==> run_1/io_placement.png <==
Pins as bars across the die edge, other pins in grey.
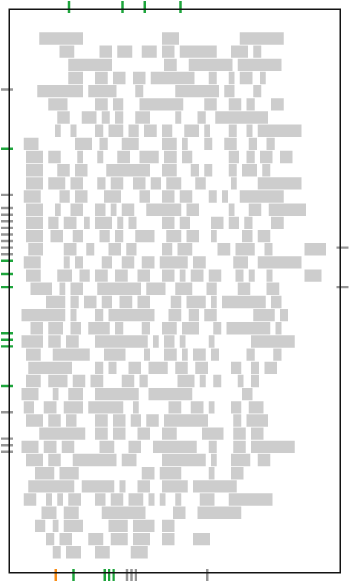
==> run_1/clk_routes.png <==
The bar under the picture is 20 um long.
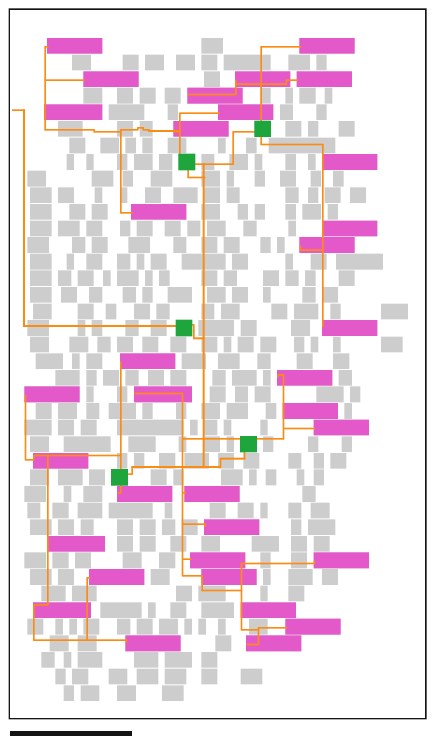
==> run_1/congestion.png <==
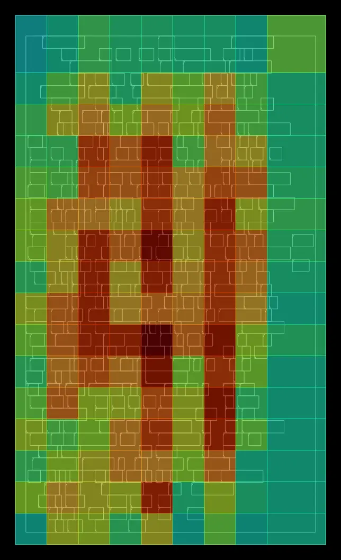
$ cat config.mk
export PLATFORM = sky130hd
export DESIGN_NAME = state_timer
export DESIGN_NICKNAME = d
export VERILOG_FILES = /design/src/rtl/state_timer.sv
export SDC_FILE = /design/constraint.sdc
export NUM_CORES = 1
export LEC_CHECK = 0
export CAP_MARGIN = 20
export CELL_PAD_IN_SITES_DETAIL_PLACEMENT = 1
export CELL_PAD_IN_SITES_GLOBAL_PLACEMENT = 2
export CORE_ASPECT_RATIO = 1.75
export CORE_MARGIN = 2
export CORE_UTILIZATION = 30
export CTS_BUF_LIST = sky130_fd_sc_hd__clkbuf_4
export CTS_CLUSTER_DIAMETER = 30
export DETAILED_ROUTE_END_ITERATION = 16
export PLACE_DENSITY = 0.81
export SYNTH_ARGS = -nofsm -noshare
export SYNTH_HDL_FRONTEND = slang
export SYNTH_SLANG_ARGS = --single-unit
$ cat constraint.sdc
create_clock -name clk -period 2 [get_ports clk]
set_clock_uncertainty 0.1 [all_clocks]
set_input_delay 0.6 -clock clk [delete_from_list [all_inputs] [get_ports clk]]
set_output_delay 0.6 -clock clk [all_outputs]
set_load 0.01 [all_outputs]
$ cat src/rtl/state_timer.sv
// -----------------------------------------------------------------------------
// state_timer
//
// Seconds timer that paces the traffic-light controller. It captures the
// duration (in seconds) that the controller publishes for its current state,
// counts it down from the system clock and then pulses `finished` for one
// cycle so the controller advances and publishes the next duration.
//
// Sequence: IDLE -> FIRE -> LOAD -> COUNT -> FIRE -> LOAD -> ...
//   FIRE  : `finished` is high; the controller moves on at its closing edge.
//   LOAD  : the new duration is captured (a zero duration fires again).
//   COUNT : a prescaler divides the clock down to one-second steps.
//
// Parameters
//   CLK_HZ : clock cycles per second (10000 in the system, small in benches)
//   PRE_W  : prescaler width, 2**PRE_W must be >= CLK_HZ
//
// Ports
//   clk            : system clock
//   reset          : asynchronous, active-low; clears all state
//   enable         : system enable; low forces IDLE at the next edge
//   secondsToCount : duration of the controller's current state, seconds
//   finished       : one-cycle pulse, current duration has elapsed
//   seconds_left   : whole seconds remaining, for display
//   tick_1hz       : one-cycle pulse after each elapsed second
// -----------------------------------------------------------------------------
module state_timer #(
    parameter int CLK_HZ = 10000,
    parameter int PRE_W  = 14
) (
    input  logic        clk,
    input  logic        reset,
    input  logic        enable,
    input  logic [15:0] secondsToCount,
    output logic        finished,
    output logic [15:0] seconds_left,
    output logic        tick_1hz
);

    typedef enum logic [1:0] {
        ST_IDLE  = 2'd0,
        ST_FIRE  = 2'd1,
        ST_LOAD  = 2'd2,
        ST_COUNT = 2'd3
    } state_t;

    // Terminal prescaler value; the compare is an exact equality.
    localparam logic [PRE_W-1:0] PRE_MAX = PRE_W'(CLK_HZ - 1);
    localparam logic [PRE_W-1:0] PRE_ONE = PRE_W'(1);

    state_t             state_q, state_d;
    logic [PRE_W-1:0]   pre_q, pre_d;
    logic [15:0]        rem_q, rem_d;
    logic [15:0]        seconds_left_q, seconds_left_d;
    logic               finished_q, finished_d;
    logic               tick_q, tick_d;

    // One full second has elapsed in this COUNT cycle.
    logic               wrap;

    assign wrap = (state_q == ST_COUNT) && (pre_q == PRE_MAX);

    // -------------------------------------------------------------------------
    // State and datapath registers
    // -------------------------------------------------------------------------
    always_ff @(posedge clk or negedge reset) begin
        if (!reset) begin
            state_q        <= ST_IDLE;
            pre_q          <= '0;
            rem_q          <= '0;
            seconds_left_q <= '0;
            finished_q     <= 1'b0;
            tick_q         <= 1'b0;
        end else begin
            state_q        <= state_d;
            pre_q          <= pre_d;
            rem_q          <= rem_d;
            seconds_left_q <= seconds_left_d;
            finished_q     <= finished_d;
            tick_q         <= tick_d;
        end
    end

    // -------------------------------------------------------------------------
    // Next-state logic. Dropping enable overrides every other transition.
    // -------------------------------------------------------------------------
    always_comb begin
        state_d = state_q;
        if (!enable) begin
            state_d = ST_IDLE;
        end else begin
            case (state_q)
                ST_IDLE: state_d = ST_FIRE;
                ST_FIRE: state_d = ST_LOAD;
                ST_LOAD: begin
                    // A zero duration completes immediately.
                    if (secondsToCount == 16'd0) begin
                        state_d = ST_FIRE;
                    end else begin
                        state_d = ST_COUNT;
                    end
                end
                ST_COUNT: begin
                    // Last second elapsing; "<= 1" also guards against a
                    // remaining count that is somehow already zero.
                    if (wrap && (rem_q <= 16'd1)) begin
                        state_d = ST_FIRE;
                    end
                end
                default: state_d = ST_IDLE;
            endcase
        end
    end

    // -------------------------------------------------------------------------
    // Output and datapath next values. Outputs are registered, so `finished`
    // is driven from the state being entered rather than the current one.
    // -------------------------------------------------------------------------
    always_comb begin
        pre_d          = pre_q;
        rem_d          = rem_q;
        seconds_left_d = seconds_left_q;
        tick_d         = 1'b0;
        finished_d     = (state_d == ST_FIRE);

        if (!enable) begin
            pre_d          = '0;
            rem_d          = '0;
            seconds_left_d = '0;
        end else begin
            case (state_q)
                ST_IDLE: begin
                    pre_d          = '0;
                    rem_d          = '0;
                    seconds_left_d = '0;
                end
                ST_FIRE: begin
                    // Hold: the controller is switching its duration now.
                end
                ST_LOAD: begin
                    pre_d          = '0;
                    rem_d          = secondsToCount;
                    seconds_left_d = secondsToCount;
                end
                ST_COUNT: begin
                    if (wrap) begin
                        pre_d  = '0;
                        tick_d = 1'b1;
                        // Saturate at zero rather than wrap to 0xFFFF.
                        if (rem_q != 16'd0) begin
                            rem_d          = rem_q - 16'd1;
                            seconds_left_d = rem_q - 16'd1;
                        end
                    end else begin
                        pre_d = pre_q + PRE_ONE;
                    end
                end
                default: begin
                    pre_d          = '0;
                    rem_d          = '0;
                    seconds_left_d = '0;
                end
            endcase
        end
    end

    assign finished     = finished_q;
    assign seconds_left = seconds_left_q;
    assign tick_1hz     = tick_q;

endmodule

==> impl_results.html, run 1 <==
<h3>Run summary</h3>
<table>
<tr><th>Metric</th><th>Value</th></tr>
<tr><th colspan="2">Final timing</th></tr>
<tr><td>Worst Hold Slack</td><td>between 60 and 70 ps</td></tr>
<tr><td>Unrepaired setup endpoints after global routing</td><td>yes</td></tr>
<tr><td>Accumulated negative setup slack</td><td>0 ps</td></tr>
<tr><td>Number of failing setup endpoints in the final timing report</td><td>0</td></tr>
<tr><td>Final hold vios</td><td>0</td></tr>
<tr><td>Fmax</td><td>around 510 MHz</td></tr>
<tr><td>Headroom to the max-slew limit</td><td>between 60% and 70%</td></tr>
<tr><td>Number of pins with negative max-slew slack in the final report</td><td>0</td></tr>
<tr><td>Min setup slack post-route</td><td>26.7 ps</td></tr>
<tr><td>Cycle use final</td><td>between 90% and 100%</td></tr>
<tr><td>Slew @ Worst Pin</td><td>between 500 and 600 ps</td></tr>
<tr><th colspan="2">Clock tree</th></tr>
<tr><td>Number of H-tree levels</td><td>2</td></tr>
<tr><td>CTS Buf Count</td><td>5</td></tr>
<tr><td>Number of setup buffers added after CTS</td><td>11</td></tr>
<tr><td>Count of clock tree sinks</td><td>34</td></tr>
<tr><td>CTS clock-pin slew for the worst setup and hold paths</td><td>between 100 and 150 ps</td></tr>
<tr><td>Clock latency at the later pin of the worst-skew pair</td><td>between 300 and 400 ps</td></tr>
<tr><td>Post-CTS Resized</td><td>25</td></tr>
<tr><td>Hold-fix buffer count after cts</td><td>0</td></tr>
<tr><td>Clock Root Buffer</td><td>clkbuf_4</td></tr>
<tr><td>Maximum clock path buffer count</td><td>2</td></tr>
<tr><td>Clock tree from TritonCTS</td><td>yes</td></tr>
<tr><th colspan="2">Pwr</th></tr>
<tr><td>Internal portion of total power</td><td>between 1500 and 2000 uW</td></tr>
<tr><td>Leading power group</td><td>combinational cells</td></tr>
<tr><td>Sw Share</td><td>35.0%</td></tr>
<tr><td>Power density cells</td><td>between 700 and 800 nW/um^2</td></tr>
<tr><td>Seq power</td><td>about 800 uW</td></tr>
<tr><td>Clock Power Share</td><td>around a quarter</td></tr>
<tr><td>Overall power of the completed layout</td><td>approximately 2500 uW</td></tr>
<tr><td>Proportion of power drawn by combinational gates</td><td>a little over two fifths</td></tr>
<tr><td>Leakage</td><td>~0.0016 uW</td></tr>
<tr><td>Power consumed by combinational cells</td><td>around 1100 uW</td></tr>
<tr><td>Net switching power figure</td><td>approximately 900 uW</td></tr>
<tr><td>P_clk</td><td>around 680 uW</td></tr>
<tr><td>Worst supply voltage drop on vdd</td><td>0.000368 V</td></tr>
<tr><th colspan="2">GRT</th></tr>
<tr><td>Met1 layer usage reported by global route</td><td>between 20% and 30%</td></tr>
<tr><td>Maximum number of pins on one net before global-route repair</td><td>20</td></tr>
<tr><td>Global-route track usage on met3</td><td>2.72%</td></tr>
<tr><td>Most heavily used metal layer in global routing</td><td>met2</td></tr>
<tr><td>Wire length of the first global-routing pass</td><td>between 10000 and 15000 um</td></tr>
<tr><th colspan="2">Final layout</th></tr>
<tr><td>Area added between synthesis and finish</td><td>59.2%</td></tr>
<tr><td>Final design utilization</td><td>49.6%</td></tr>
<tr><td>Final-stage net count</td><td>~380</td></tr>
<tr><td>Fillcell total</td><td>slightly above 800</td></tr>
<tr><td>Top logic cells by instance count in the layout</td><td>buf_4, dfrtp_1, nor2_1</td></tr>
<tr><td>Clock network area share</td><td>a little over 3%</td></tr>
<tr><td>Count of non-CTS inverters in the layout</td><td>4</td></tr>
<tr><td>Number of cells in the finished layout apart from fillers</td><td>about 440</td></tr>
<tr><td>Fraction of area in multi-input gates</td><td>39.0%</td></tr>
<tr><td>Signal buffers share of area</td><td>between 20% and 30%</td></tr>
<tr><td>Diodes inserted</td><td>0</td></tr>
<tr><td>Sequential cell area</td><td>about 860 sq um</td></tr>
<tr><td>Sequential cell count</td><td>34</td></tr>
<tr><td>Combinational gate area</td><td>1340 sq um</td></tr>
<tr><td>Fraction of final layout cells sized beyond drive strength 1</td><td>a little under two fifths</td></tr>
<tr><th colspan="2">Critical path</th></tr>
<tr><td>Worst Path Buf+Inv</td><td>2</td></tr>
<tr><td>CP cell instances</td><td>buf_4 -&gt; dlygate4sd2_1</td></tr>
<tr><td>Crit Path Max Fanout</td><td>4</td></tr>
<tr><td>Crit path kind</td><td>reg2out</td></tr>
<tr><td>CP peak stage delay</td><td>about 480 ps</td></tr>
<tr><td>Endpoint type of the worst setup path</td><td>primary output</td></tr>
<tr><td>Gate family responsible for the most delay along the worst path</td><td>flip-flops</td></tr>
<tr><td>Arrival time at the worst endpoint</td><td>between 1000 and 1500 ps</td></tr>
<tr><td>Required arrival time at the worst endpoint</td><td>around 1300 ps</td></tr>
<tr><th colspan="2">Die</th></tr>
<tr><td>Number of well taps</td><td>84</td></tr>
<tr><td>Die extent in x</td><td>~68 um</td></tr>
<tr><td>Core outline area</td><td>6910 sq um</td></tr>
<tr><td>Chip Footprint</td><td>7890 sq um</td></tr>
<tr><td>Core Density at Floorplan</td><td>a little under a third</td></tr>
<tr><th colspan="2">Yosys</th></tr>
<tr><td>Dominant cell by count in the synthesized netlist</td><td>dfrtp_1</td></tr>
<tr><td>Synth top area share</td><td>39.5%</td></tr>
<tr><td>Total cells reported by yosys after synthesis</td><td>roughly 240</td></tr>
<tr><td>Summed instance area of the synthesized netlist</td><td>about 2200 sq um</td></tr>
<tr><td>Share of cell area taken by muxes after synthesis</td><td>between 4 and 5%</td></tr>
<tr><td>Synth logic family</td><td>simple AND/OR/NAND/NOR gates</td></tr>
<tr><td>Syn Area/Cell</td><td>8.93 sq um</td></tr>
<tr><td>Count of unique library cells instantiated by Yosys</td><td>between 50 and 60</td></tr>
<tr><td>Simple-gate area share of the yosys netlist</td><td>28.2%</td></tr>
<tr><td>Flip-flop and latch count after synthesis</td><td>34</td></tr>
<tr><td>Leading post-synthesis cells by instance count</td><td>dfrtp_1, nor2_1, o21ai_0, nand2_1, nor3_1</td></tr>
<tr><td>Library cell occupying the most area in the post-synthesis netlist</td><td>dfrtp_1</td></tr>
<tr><td>Post-synthesis chip area from yosys</td><td>2150 sq um</td></tr>
<tr><td>Share of the yosys chip area belonging to registers</td><td>39.5%</td></tr>
<tr><td>Xor/xnor share of the synthesized area</td><td>under 10%</td></tr>
<tr><td>Post-synth tally of flip-flops with integrated enable</td><td>0</td></tr>
<tr><td>Main area contributors</td><td>dfrtp_1, o21ai_0, nor2_1</td></tr>
<tr><td>Tally of yosys warning messages</td><td>0</td></tr>
<tr><th colspan="2">Routing</th></tr>
<tr><td>Routed wire per std cell</td><td>roughly 20 um</td></tr>
<tr><td>Total Wirelength</td><td>roughly 8600 um</td></tr>
<tr><td>Sum of met3 wire segment lengths after detailed routing</td><td>roughly 170 um</td></tr>
<tr><td>Detailed route wirelength on metal2</td><td>about 5100 um</td></tr>
<tr><td>First drt pass iteration count</td><td>4</td></tr>
<tr><td>Ratio of routed vias to standard cells</td><td>~5.5</td></tr>
<tr><td>Met1 layer wirelength in the final routing</td><td>around 3000 um</td></tr>
<tr><td>Highest metal layer with signal wires</td><td>met4</td></tr>
<tr><td>DR vias</td><td>2446</td></tr>
<tr><td>Final routed DRC violation total</td><td>0</td></tr>
<tr><th colspan="2">Place</th></tr>
<tr><td>Number of buffers inserted by port buffering</td><td>36</td></tr>
<tr><td>DPL Wire Length</td><td>between 6000 and 7000 um</td></tr>
<tr><td>Final weighted congestion in routability-driven placement</td><td>about 0.83</td></tr>
<tr><td>Total placed instance area</td><td>3110 sq um</td></tr>
<tr><td>Placement Setup Slack</td><td>-364 ps</td></tr>
<tr><td>Placed instance count</td><td>between 400 and 500</td></tr>
<tr><th colspan="2">Outcome</th></tr>
<tr><td>Outcome</td><td>finished clean</td></tr>
</table>
## Picture notes: io_placement.png
[green] seconds_left | pins: 16 | direction: output | edge: 8 left, 4 bottom, 4 top
[orange] reset | pins: 1 | direction: input | edge: bottom
all pins by edge: 22 left, 9 bottom, 4 top, 2 right

## Picture notes: clk_routes.png
[green] clock drivers | count: 5
[magenta] flip-flops | count: 34
[orange] clock wires | length: 567 um
flops lie: widely spread
routed clock nets: 6

## Picture notes: congestion.png
global routing met2 resource utilization: 45.9%
total track usage: 23.8%

run 1: path summary, 6_finish.rpt:
path / start / endpoint / slack [ps] / cells after the start
min in group clk: pre_q[13] / pre_q[13] / 470 / 2
hold / removal: reset / seconds_left[5] / 70 / 1
setup / recovery: seconds_left[5] / seconds_left[5] / 30 / 2
hold reg to reg: pre_q[13] / pre_q[13] / 470 / 2
setup reg to reg: seconds_left[2] / seconds_left[5] / 30 / 5
max in group asynchronous: reset / pre_q[7] / 1260 / 2
run 1: sequential cells by signal, summed over array words and instances, names as in the netlist:
| signal | count |
|---|---|
| pre_q | 14 |
| finished | 1 |
| seconds_left | 16 |
| state_q | 2 |
| tick_1hz | 1 |
==> run_1/flops_by_reg.png <==
Other sequential cells in the stronger grey, the rest of the logic in the fainter grey.
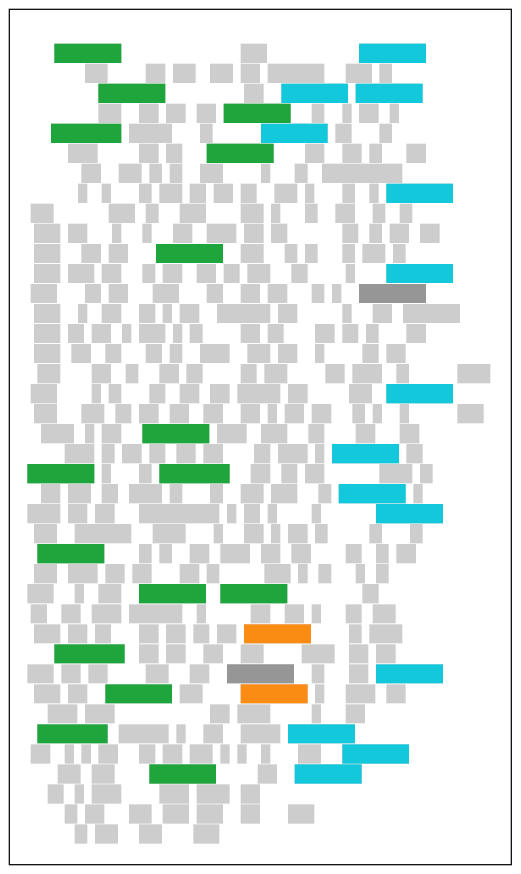

==> run 1 -> run 2 <==
Settings changed: PLACE_DENSITY 0.81 to 0.86, SETUP_SLACK_MARGIN set to 0.2, SKIP_CTS_REPAIR_TIMING set to 1.
==> run_2/flops_by_reg.png <==
Other sequential cells in the stronger grey, the rest of the logic in the fainter grey.
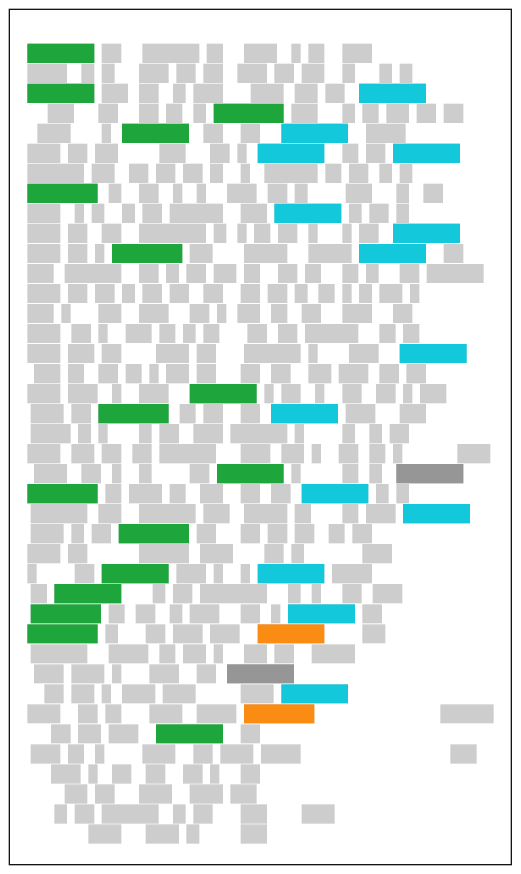
[green] seconds_left | flops: 16
[orange] state_q | flops: 2
[cyan] pre_q | flops: 14
not coloured: 2

==> run 2 against run 1 <==
Against the previous run: the flow now finishes with violations (negative setup slack); sequential power rose by 2%; largest cell class unchanged; cell area rose by 14%; combinational power rose by 25%; non-clock buffer count rose by 17; critical path depth rose by 5; worst setup slack got worse by 160 ps; worst hold slack improved by 420 ps; sequential share of layout area fell by 2.8 points; global-route usage fell by 1.2 points; clock-buffer cell count did not move; via count rose by 9.5%.
==> impl_results.html, run 2 <==
<h3>Run summary</h3>
<table>
<tr><th>Metric</th><th>Value</th></tr>
<tr><th colspan="2">Final timing</th></tr>
<tr><td>Unrepaired setup endpoints after global routing</td><td>yes</td></tr>
<tr><td>Final hold vios</td><td>0</td></tr>
<tr><td>Number of failing setup endpoints in the final timing report</td><td>18</td></tr>
<tr><td>Headroom to the max-slew limit</td><td>68.7%</td></tr>
<tr><td>Number of pins with negative max-slew slack in the final report</td><td>0</td></tr>
<tr><td>Cycle use final</td><td>106%</td></tr>
<tr><td>Slew @ Worst Pin</td><td>468 ps</td></tr>
<tr><td>Worst Hold Slack</td><td>491 ps</td></tr>
<tr><td>Accumulated negative setup slack</td><td>-1050 ps</td></tr>
<tr><td>Final period demand of the worst path</td><td>approximately 2100 ps</td></tr>
<tr><td>Fmax</td><td>about 470 MHz</td></tr>
<tr><td>Min setup slack post-route</td><td>-130 ps</td></tr>
<tr><th colspan="2">Worst hold path</th></tr>
<tr><td>Source of the worst hold timing path</td><td>pre_q[13]</td></tr>
<tr><td>Worst Hold End</td><td>pre_q[13]</td></tr>
<tr><td>HP Class</td><td>reg2reg</td></tr>
<tr><td>WHS Path Cells</td><td>2</td></tr>
<tr><th colspan="2">Yosys</th></tr>
<tr><td>Post-synthesis net count</td><td>approximately 260</td></tr>
<tr><td>Post-synthesis instance total</td><td>241</td></tr>
<tr><td>Proportion of synthesized flip-flops having asynchronous set or reset</td><td>100%</td></tr>
<tr><td>Complex-gate fraction of the synthesized area</td><td>20.2%</td></tr>
<tr><td>Syn Area/Cell</td><td>8.93 sq um</td></tr>
<tr><td>Share of cell area taken by muxes after synthesis</td><td>a little over 4%</td></tr>
<tr><td>Flip-flop and latch count after synthesis</td><td>34</td></tr>
<tr><td>Main area contributors</td><td>dfrtp_1, o21ai_0, nor2_1</td></tr>
<tr><td>Dominant cell by count in the synthesized netlist</td><td>dfrtp_1</td></tr>
<tr><td>Leading post-synthesis cells by instance count</td><td>dfrtp_1, nor2_1, o21ai_0, nand2_1, nor3_1</td></tr>
<tr><td>Post-synthesis chip area from yosys</td><td>around 2200 sq um</td></tr>
<tr><td>Synth top area share</td><td>around two fifths</td></tr>
<tr><td>Xor/xnor share of the synthesized area</td><td>~2.4%</td></tr>
<tr><td>Share of the yosys chip area belonging to registers</td><td>around 40%</td></tr>
<tr><td>Post-synth tally of flip-flops with integrated enable</td><td>0</td></tr>
<tr><td>Most common reg cell</td><td>dfrtp_1</td></tr>
<tr><td>Tally of yosys warning messages</td><td>0</td></tr>
<tr><td>Total cells reported by yosys after synthesis</td><td>between 200 and 250</td></tr>
<tr><td>Synth logic family</td><td>simple AND/OR/NAND/NOR gates</td></tr>
<tr><td>Library cell occupying the most area in the post-synthesis netlist</td><td>dfrtp_1</td></tr>
<tr><td>Count of unique library cells instantiated by Yosys</td><td>approximately 52</td></tr>
<tr><td>Adder share</td><td>under 10%</td></tr>
<tr><td>Summed instance area of the synthesized netlist</td><td>around 2200 sq um</td></tr>
<tr><td>Simple-gate area share of the yosys netlist</td><td>28.2%</td></tr>
<tr><th colspan="2">Pwr</th></tr>
<tr><td>Clock Power Share</td><td>14.8%</td></tr>
<tr><td>Seq power</td><td>between 800 and 900 uW</td></tr>
<tr><td>Sequential group share of total power</td><td>about a third</td></tr>
<tr><td>Internal portion of total power</td><td>between 1500 and 2000 uW</td></tr>
<tr><td>P_clk</td><td>approximately 370 uW</td></tr>
<tr><td>Overall power of the completed layout</td><td>approximately 2500 uW</td></tr>
<tr><td>Power consumed by combinational cells</td><td>1340 uW</td></tr>
<tr><td>Worst supply voltage drop on vdd</td><td>0.000487 V</td></tr>
<tr><td>Proportion of power drawn by combinational gates</td><td>53.2%</td></tr>
<tr><td>Leading power group</td><td>combinational cells</td></tr>
<tr><td>Leakage</td><td>~0.0020 uW</td></tr>
<tr><td>Net switching power figure</td><td>roughly 1000 uW</td></tr>
<tr><td>Sw Share</td><td>40.2%</td></tr>
<tr><td>Power density cells</td><td>between 600 and 700 nW/um^2</td></tr>
<tr><th colspan="2">Place</th></tr>
<tr><td>Placement Setup Slack</td><td>-431 ps</td></tr>
<tr><td>Final weighted congestion in routability-driven placement</td><td>roughly 0.86</td></tr>
<tr><td>Placed instance count</td><td>about 420</td></tr>
<tr><td>DPL Wire Length</td><td>6400 um</td></tr>
<tr><td>Total placed instance area</td><td>about 3100 sq um</td></tr>
<tr><td>Number of buffers inserted by port buffering</td><td>36</td></tr>
<tr><th colspan="2">Final layout</th></tr>
<tr><td>Final design utilization</td><td>around 56%</td></tr>
<tr><td>Number of cells in the finished layout apart from fillers</td><td>roughly 460</td></tr>
<tr><td>Fillcell total</td><td>approximately 750</td></tr>
<tr><td>Top logic cells by instance count in the layout</td><td>buf_4, dfrtp_1, dlymetal6s2s_1</td></tr>
<tr><td>Final-stage net count</td><td>397</td></tr>
<tr><td>Fraction of final layout cells sized beyond drive strength 1</td><td>between 40% and 50%</td></tr>
<tr><td>Most frequent standard cell in the layout excluding fill and tap cells</td><td>buf_4</td></tr>
<tr><td>Diodes inserted</td><td>0</td></tr>
<tr><td>Final Cell Area</td><td>just under 4000 sq um</td></tr>
<tr><td>Area added between synthesis and finish</td><td>80.9%</td></tr>
<tr><td>Max FFs per register</td><td>16</td></tr>
<tr><th colspan="2">Outcome</th></tr>
<tr><td>Failing checks</td><td>negative setup slack</td></tr>
<tr><td>Outcome</td><td>finished with violations</td></tr>
<tr><th colspan="2">Die</th></tr>
<tr><td>Top-level port count</td><td>37</td></tr>
<tr><td>Row Count</td><td>about 40</td></tr>
<tr><td>Core Density at Floorplan</td><td>between 30% and 40%</td></tr>
<tr><td>Die extent in x</td><td>just under 70 um</td></tr>
<tr><td>Y dimension of the die</td><td>around 120 um</td></tr>
<tr><td>Chip Footprint</td><td>a little under 8000 sq um</td></tr>
<tr><td>Core outline area</td><td>a little under 7000 sq um</td></tr>
<tr><th colspan="2">Routing</th></tr>
<tr><td>Violation count after the first detailed-route iteration</td><td>between 100 and 150</td></tr>
<tr><td>Total Wirelength</td><td>10700 um</td></tr>
<tr><td>DR vias</td><td>roughly 2700</td></tr>
<tr><td>Highest metal layer with signal wires</td><td>met4</td></tr>
<tr><td>Detailed route wirelength on metal2</td><td>6230 um</td></tr>
<tr><td>Ratio of routed vias to standard cells</td><td>5.86</td></tr>
<tr><td>Routed wire per std cell</td><td>23.4 um</td></tr>
<tr><td>Final routed DRC violation total</td><td>0</td></tr>
<tr><td>Met1 layer wirelength in the final routing</td><td>around 3500 um</td></tr>
<tr><td>Sum of met3 wire segment lengths after detailed routing</td><td>327 um</td></tr>
<tr><td>Remaining antenna violation count</td><td>0</td></tr>
<tr><td>First drt pass iteration count</td><td>4</td></tr>
<tr><th colspan="2">Clock tree</th></tr>
<tr><td>Number of H-tree levels</td><td>2</td></tr>
<tr><td>Clock Root Buffer</td><td>clkbuf_4</td></tr>
<tr><td>CTS clock-pin slew for the worst setup and hold paths</td><td>about 120 ps</td></tr>
<tr><td>Maximum clock path buffer count</td><td>2</td></tr>
<tr><td>Count of clock tree sinks</td><td>34</td></tr>
<tr><td>Clock latency at the later pin of the worst-skew pair</td><td>roughly 350 ps</td></tr>
<tr><td>CTS Buf Count</td><td>5</td></tr>
<tr><td>Clock tree from TritonCTS</td><td>yes</td></tr>
<tr><th colspan="2">Critical path</th></tr>
<tr><td>Critical path endpoint</td><td>seconds_left[10]</td></tr>
<tr><td>Endpoint of the worst-slack reg-to-reg timing path</td><td>seconds_left[10]</td></tr>
<tr><td>Endpoint type of the worst setup path</td><td>flip-flop</td></tr>
<tr><td>Arrival time at the worst endpoint</td><td>between 2000 and 2500 ps</td></tr>
<tr><td>Crit Path Max Fanout</td><td>5</td></tr>
<tr><td>CP peak stage delay</td><td>around 430 ps</td></tr>
<tr><td>Critical Path Slowest Stage Cell</td><td>dfrtp_1</td></tr>
<tr><td>First element of the critical path</td><td>seconds_left[10]</td></tr>
<tr><td>Worst Setup Start Kind</td><td>flip-flop</td></tr>
<tr><td>Register-to-Register Setup Slack</td><td>-130 ps</td></tr>
<tr><td>Required arrival time at the worst endpoint</td><td>between 2000 and 2500 ps</td></tr>
<tr><td>Crit path kind</td><td>reg2reg</td></tr>
<tr><td>Source of the worst register-to-register timing path</td><td>seconds_left[10]</td></tr>
<tr><td>Worst reg-to-reg path cell count</td><td>7</td></tr>
<tr><td>CP cell instances</td><td>buf_6 -&gt; nor4_4 -&gt; nand4_1 -&gt; buf_4 -&gt; or2_4 -&gt; o211a_1 -&gt; o22a_1</td></tr>
<tr><th colspan="2">GRT</th></tr>
<tr><td>Total gr overflow</td><td>0</td></tr>
<tr><td>Global routing met2 resource utilization</td><td>43.9%</td></tr>
<tr><td>Most heavily used metal layer in global routing</td><td>met2</td></tr>
<tr><td>Total track usage</td><td>22.6%</td></tr>
<tr><td>Number of global-route vias before repair</td><td>2687</td></tr>
<tr><td>Met1 layer usage reported by global route</td><td>between 20 and 25%</td></tr>
<tr><td>Global-route track usage on met3</td><td>under 10%</td></tr>
<tr><td>Number of antenna violations at the first check in global routing</td><td>0</td></tr>
<tr><td>Wire length of the first global-routing pass</td><td>around 13000 um</td></tr>
<tr><td>Maximum number of pins on one net before global-route repair</td><td>35</td></tr>
<tr><th colspan="2">Job</th></tr>
<tr><td>Max-cap violation count</td><td>0</td></tr>
<tr><td>Tool warnings</td><td>30</td></tr>
</table>
==> run_2/clk_routes.png <==
The bar under the picture is 20 um long.
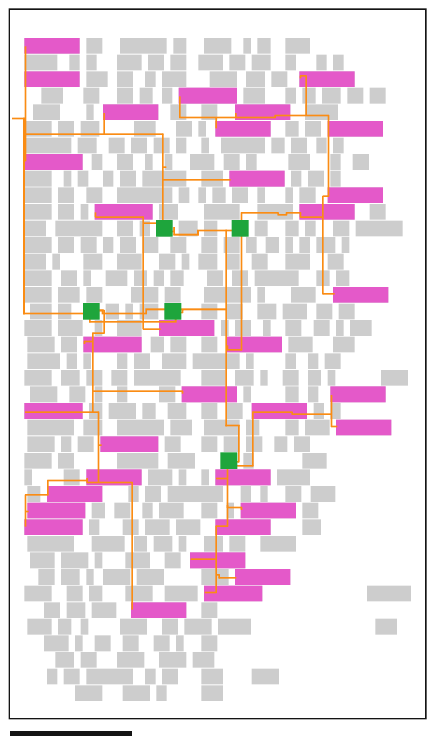
[green] clock drivers | count: 5
[magenta] flip-flops | count: 34
[orange] clock wires | length: 536 um
flops lie: widely spread

==> run 2: final cells by class <==
| cell class | count | area, sq um | share of cell area, % |
|---|---|---|---|
| Multi-Input combinational cell | 193 | 1610 | 41.2 |
| Clock inverter | 1 | 3.75 | 0.0964 |
| Sequential cell | 34 | 862 | 22.1 |
| Clock buffer | 5 | 37.5 | 0.964 |
| Tap cell | 84 | 105 | 2.70 |
| Timing Repair Buffer | 136 | 1260 | 32.4 |
| Inverter | 4 | 17.5 | 0.450 |
==> run 2: critical path, delay by kind of cell (launching register included) <==
kind,cells,cell delay [ps]
AND-OR/OR-AND,2,310
flip-flops,1,430
AND/OR/NAND/NOR,3,870
buffers and inverters,2,320
==> run 2 -> run 3 <==
Settings changed: CAP_MARGIN 20 to 10.
==> run_3/layer_met4.png <==
Cells faint in the background.
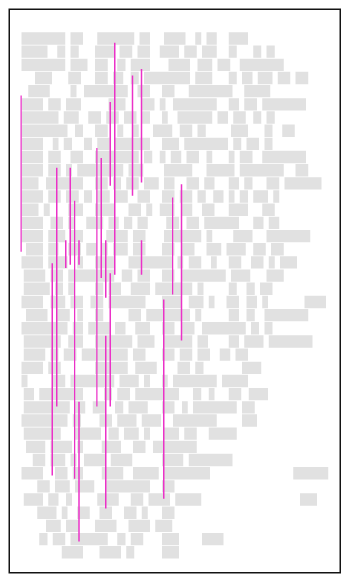
main direction: vertical
wire length on this layer: 603 um
nets with wire on the layer: 20

==> run 3 against run 2 <==
Against the previous run: the run still ends with negative setup slack left; clock-buffer cell count unchanged; critical path depth unchanged; synthesized area unchanged; global-route usage is the same; worst hold slack unchanged; maximum frequency is the same; sequential power is essentially flat; cell area did not move; register-to-register slack about the same; routed wire length unchanged; power stayed put; largest cell class unchanged; highest routed layer unchanged.
==> impl_results.html, run 3 <==
<h3>Run summary</h3>
<table>
<tr><th>Metric</th><th>Value</th></tr>
<tr><th colspan="2">Clock tree</th></tr>
<tr><td>CTS Buf Count</td><td>5</td></tr>
<tr><td>Clock tree from TritonCTS</td><td>yes</td></tr>
<tr><td>Clock latency at the later pin of the worst-skew pair</td><td>350 ps</td></tr>
<tr><td>Count of clock tree sinks</td><td>34</td></tr>
<tr><td>Number of H-tree levels</td><td>2</td></tr>
<tr><td>Clock Root Buffer</td><td>clkbuf_4</td></tr>
<tr><th colspan="2">Die</th></tr>
<tr><td>Core outline area</td><td>about 6900 sq um</td></tr>
<tr><td>Core Density at Floorplan</td><td>between 30% and 40%</td></tr>
<tr><td>Y dimension of the die</td><td>between 100 and 150 um</td></tr>
<tr><th colspan="2">Final layout</th></tr>
<tr><td>Clock network area share</td><td>1.06%</td></tr>
<tr><td>Top logic cells by instance count in the layout</td><td>buf_4, dfrtp_1, dlymetal6s2s_1</td></tr>
<tr><td>Number of cells in the finished layout apart from fillers</td><td>around 460</td></tr>
<tr><td>Final-stage net count</td><td>just under 400</td></tr>
<tr><td>Fillcell total</td><td>about 750</td></tr>
<tr><td>Dominant kind of cell by area</td><td>combinational gates</td></tr>
<tr><td>Sequential cell area</td><td>~860 sq um</td></tr>
<tr><td>Fraction of area in multi-input gates</td><td>41.2%</td></tr>
<tr><td>Signal buffers share of area</td><td>32.4%</td></tr>
<tr><td>Sequential cell count</td><td>34</td></tr>
<tr><td>Area added between synthesis and finish</td><td>80.9%</td></tr>
<tr><td>Most frequent standard cell in the layout excluding fill and tap cells</td><td>buf_4</td></tr>
<tr><td>Final Cell Area</td><td>3890 sq um</td></tr>
<tr><td>Fraction of final layout cells sized beyond drive strength 1</td><td>between 40 and 50%</td></tr>
<tr><th colspan="2">Place</th></tr>
<tr><td>DPL Wire Length</td><td>~6400 um</td></tr>
<tr><td>Placed instance count</td><td>roughly 420</td></tr>
<tr><td>Number of buffers inserted by port buffering</td><td>36</td></tr>
<tr><td>Total placed instance area</td><td>approximately 3100 sq um</td></tr>
<tr><th colspan="2">Yosys</th></tr>
<tr><td>Total cells reported by yosys after synthesis</td><td>241</td></tr>
<tr><td>Complex-gate fraction of the synthesized area</td><td>between 20% and 30%</td></tr>
<tr><td>Share of the yosys chip area belonging to registers</td><td>roughly two fifths</td></tr>
<tr><td>Synth logic family</td><td>simple AND/OR/NAND/NOR gates</td></tr>
<tr><td>Post-synthesis chip area from yosys</td><td>2150 sq um</td></tr>
<tr><td>Share of cell area taken by muxes after synthesis</td><td>under 10%</td></tr>
<tr><td>Proportion of synthesized flip-flops having asynchronous set or reset</td><td>100%</td></tr>
<tr><td>Simple-gate area share of the yosys netlist</td><td>between 20 and 30%</td></tr>
<tr><td>Adder share</td><td>~2.3%</td></tr>
<tr><td>Post-synth tally of flip-flops with integrated enable</td><td>0</td></tr>
<tr><th colspan="2">GRT</th></tr>
<tr><td>Number of global-route vias before repair</td><td>about 2700</td></tr>
<tr><td>Maximum number of pins on one net before global-route repair</td><td>35</td></tr>
<tr><td>Total gr overflow</td><td>0</td></tr>
<tr><td>Met1 layer usage reported by global route</td><td>between 20% and 30%</td></tr>
<tr><td>Number of antenna violations at the first check in global routing</td><td>0</td></tr>
<tr><th colspan="2">Critical path</th></tr>
<tr><td>Arrival time at the worst endpoint</td><td>2280 ps</td></tr>
<tr><td>Critical Path Slowest Stage Cell</td><td>dfrtp_1</td></tr>
<tr><td>Worst Setup Start Kind</td><td>flip-flop</td></tr>
<tr><td>Worst Path Buf+Inv</td><td>2</td></tr>
<tr><td>CP cell instances</td><td>buf_6 -&gt; nor4_4 -&gt; nand4_1 -&gt; buf_4 -&gt; or2_4 -&gt; o211a_1 -&gt; o22a_1</td></tr>
<tr><td>Endpoint type of the worst setup path</td><td>flip-flop</td></tr>
<tr><td>Crit Path Max Fanout</td><td>5</td></tr>
<tr><td>Crit path kind</td><td>reg2reg</td></tr>
<tr><td>CP peak stage delay</td><td>430 ps</td></tr>
<tr><th colspan="2">Pwr</th></tr>
<tr><td>Sequential group share of total power</td><td>between 30% and 40%</td></tr>
<tr><td>Net switching power figure</td><td>~1000 uW</td></tr>
<tr><td>Power consumed by combinational cells</td><td>between 1000 and 1500 uW</td></tr>
<tr><td>Overall power of the completed layout</td><td>2520 uW</td></tr>
<tr><td>Sw Share</td><td>roughly two fifths</td></tr>
<tr><td>Worst supply voltage drop on vdd</td><td>roughly 0.00049 V</td></tr>
<tr><td>Power density cells</td><td>648 nW/um^2</td></tr>
<tr><td>Internal portion of total power</td><td>between 1500 and 2000 uW</td></tr>
<tr><td>P_clk</td><td>373 uW</td></tr>
<tr><th colspan="2">Routing</th></tr>
<tr><td>DR vias</td><td>between 2000 and 3000</td></tr>
<tr><td>Met1 layer wirelength in the final routing</td><td>roughly 3500 um</td></tr>
<tr><td>First drt pass iteration count</td><td>4</td></tr>
<tr><td>Final routed DRC violation total</td><td>0</td></tr>
<tr><td>Routed wire per std cell</td><td>23.4 um</td></tr>
<tr><td>Ratio of routed vias to standard cells</td><td>5.86</td></tr>
<tr><td>Detailed route wirelength on metal2</td><td>around 6200 um</td></tr>
<tr><td>Sum of met3 wire segment lengths after detailed routing</td><td>327 um</td></tr>
<tr><th colspan="2">Final timing</th></tr>
<tr><td>Fmax</td><td>between 400 and 500 MHz</td></tr>
<tr><td>Cycle use final</td><td>106%</td></tr>
<tr><td>Worst Hold Slack</td><td>around 490 ps</td></tr>
<tr><td>Number of failing setup endpoints in the final timing report</td><td>18</td></tr>
<tr><td>Final hold vios</td><td>0</td></tr>
<tr><td>Min setup slack post-route</td><td>-130 ps</td></tr>
<tr><td>Final period demand of the worst path</td><td>~2100 ps</td></tr>
<tr><td>Unrepaired setup endpoints after global routing</td><td>yes</td></tr>
<tr><th colspan="2">Outcome</th></tr>
<tr><td>Outcome</td><td>finished with violations</td></tr>
<tr><td>Failing checks</td><td>negative setup slack</td></tr>
<tr><th colspan="2">Worst hold path</th></tr>
<tr><td>HP Class</td><td>reg2reg</td></tr>
<tr><th colspan="2">Job</th></tr>
<tr><td>Max-cap violation count</td><td>0</td></tr>
</table>
==> run_3/flops_by_reg.png <==
Other sequential cells in the stronger grey, the rest of the logic in the fainter grey.
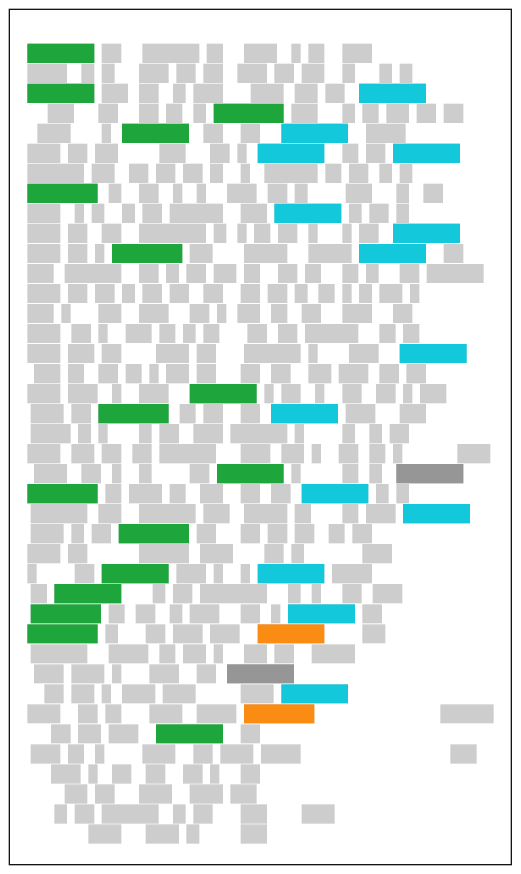
[green] seconds_left | flops: 16
[cyan] pre_q | flops: 14
[orange] state_q | flops: 2
not coloured: 2

run 3: cell counts after synthesis:
Identical to the previous run, type by type.
run 3: final timing paths:
path / startpoint / end / slack [ps] / depth (start not counted)
max: seconds_left[10] / seconds_left[10] / -130 / 7
min in group asynchronous: reset / seconds_left[2] / 510 / 2
max in group asynchronous: reset / state_q[1] / 1080 / 2
max reg2reg: seconds_left[10] / seconds_left[10] / -130 / 7
min: pre_q[13] / pre_q[13] / 490 / 2
min reg2reg: pre_q[13] / pre_q[13] / 490 / 2
run 3: cell families (layout without fill, tap and decap cells):
group,Yosys count,after routing
AND-OR/OR-AND,66,66
AND/OR/NAND/NOR,109,109
multiplexers,8,8
XOR/XNOR,6,6
adder cells (fa/ha/maj),4,4
flip-flops,34,34
buffers and inverters,14,146
No activity file was given, so power comes from the tool's default toggle rates.
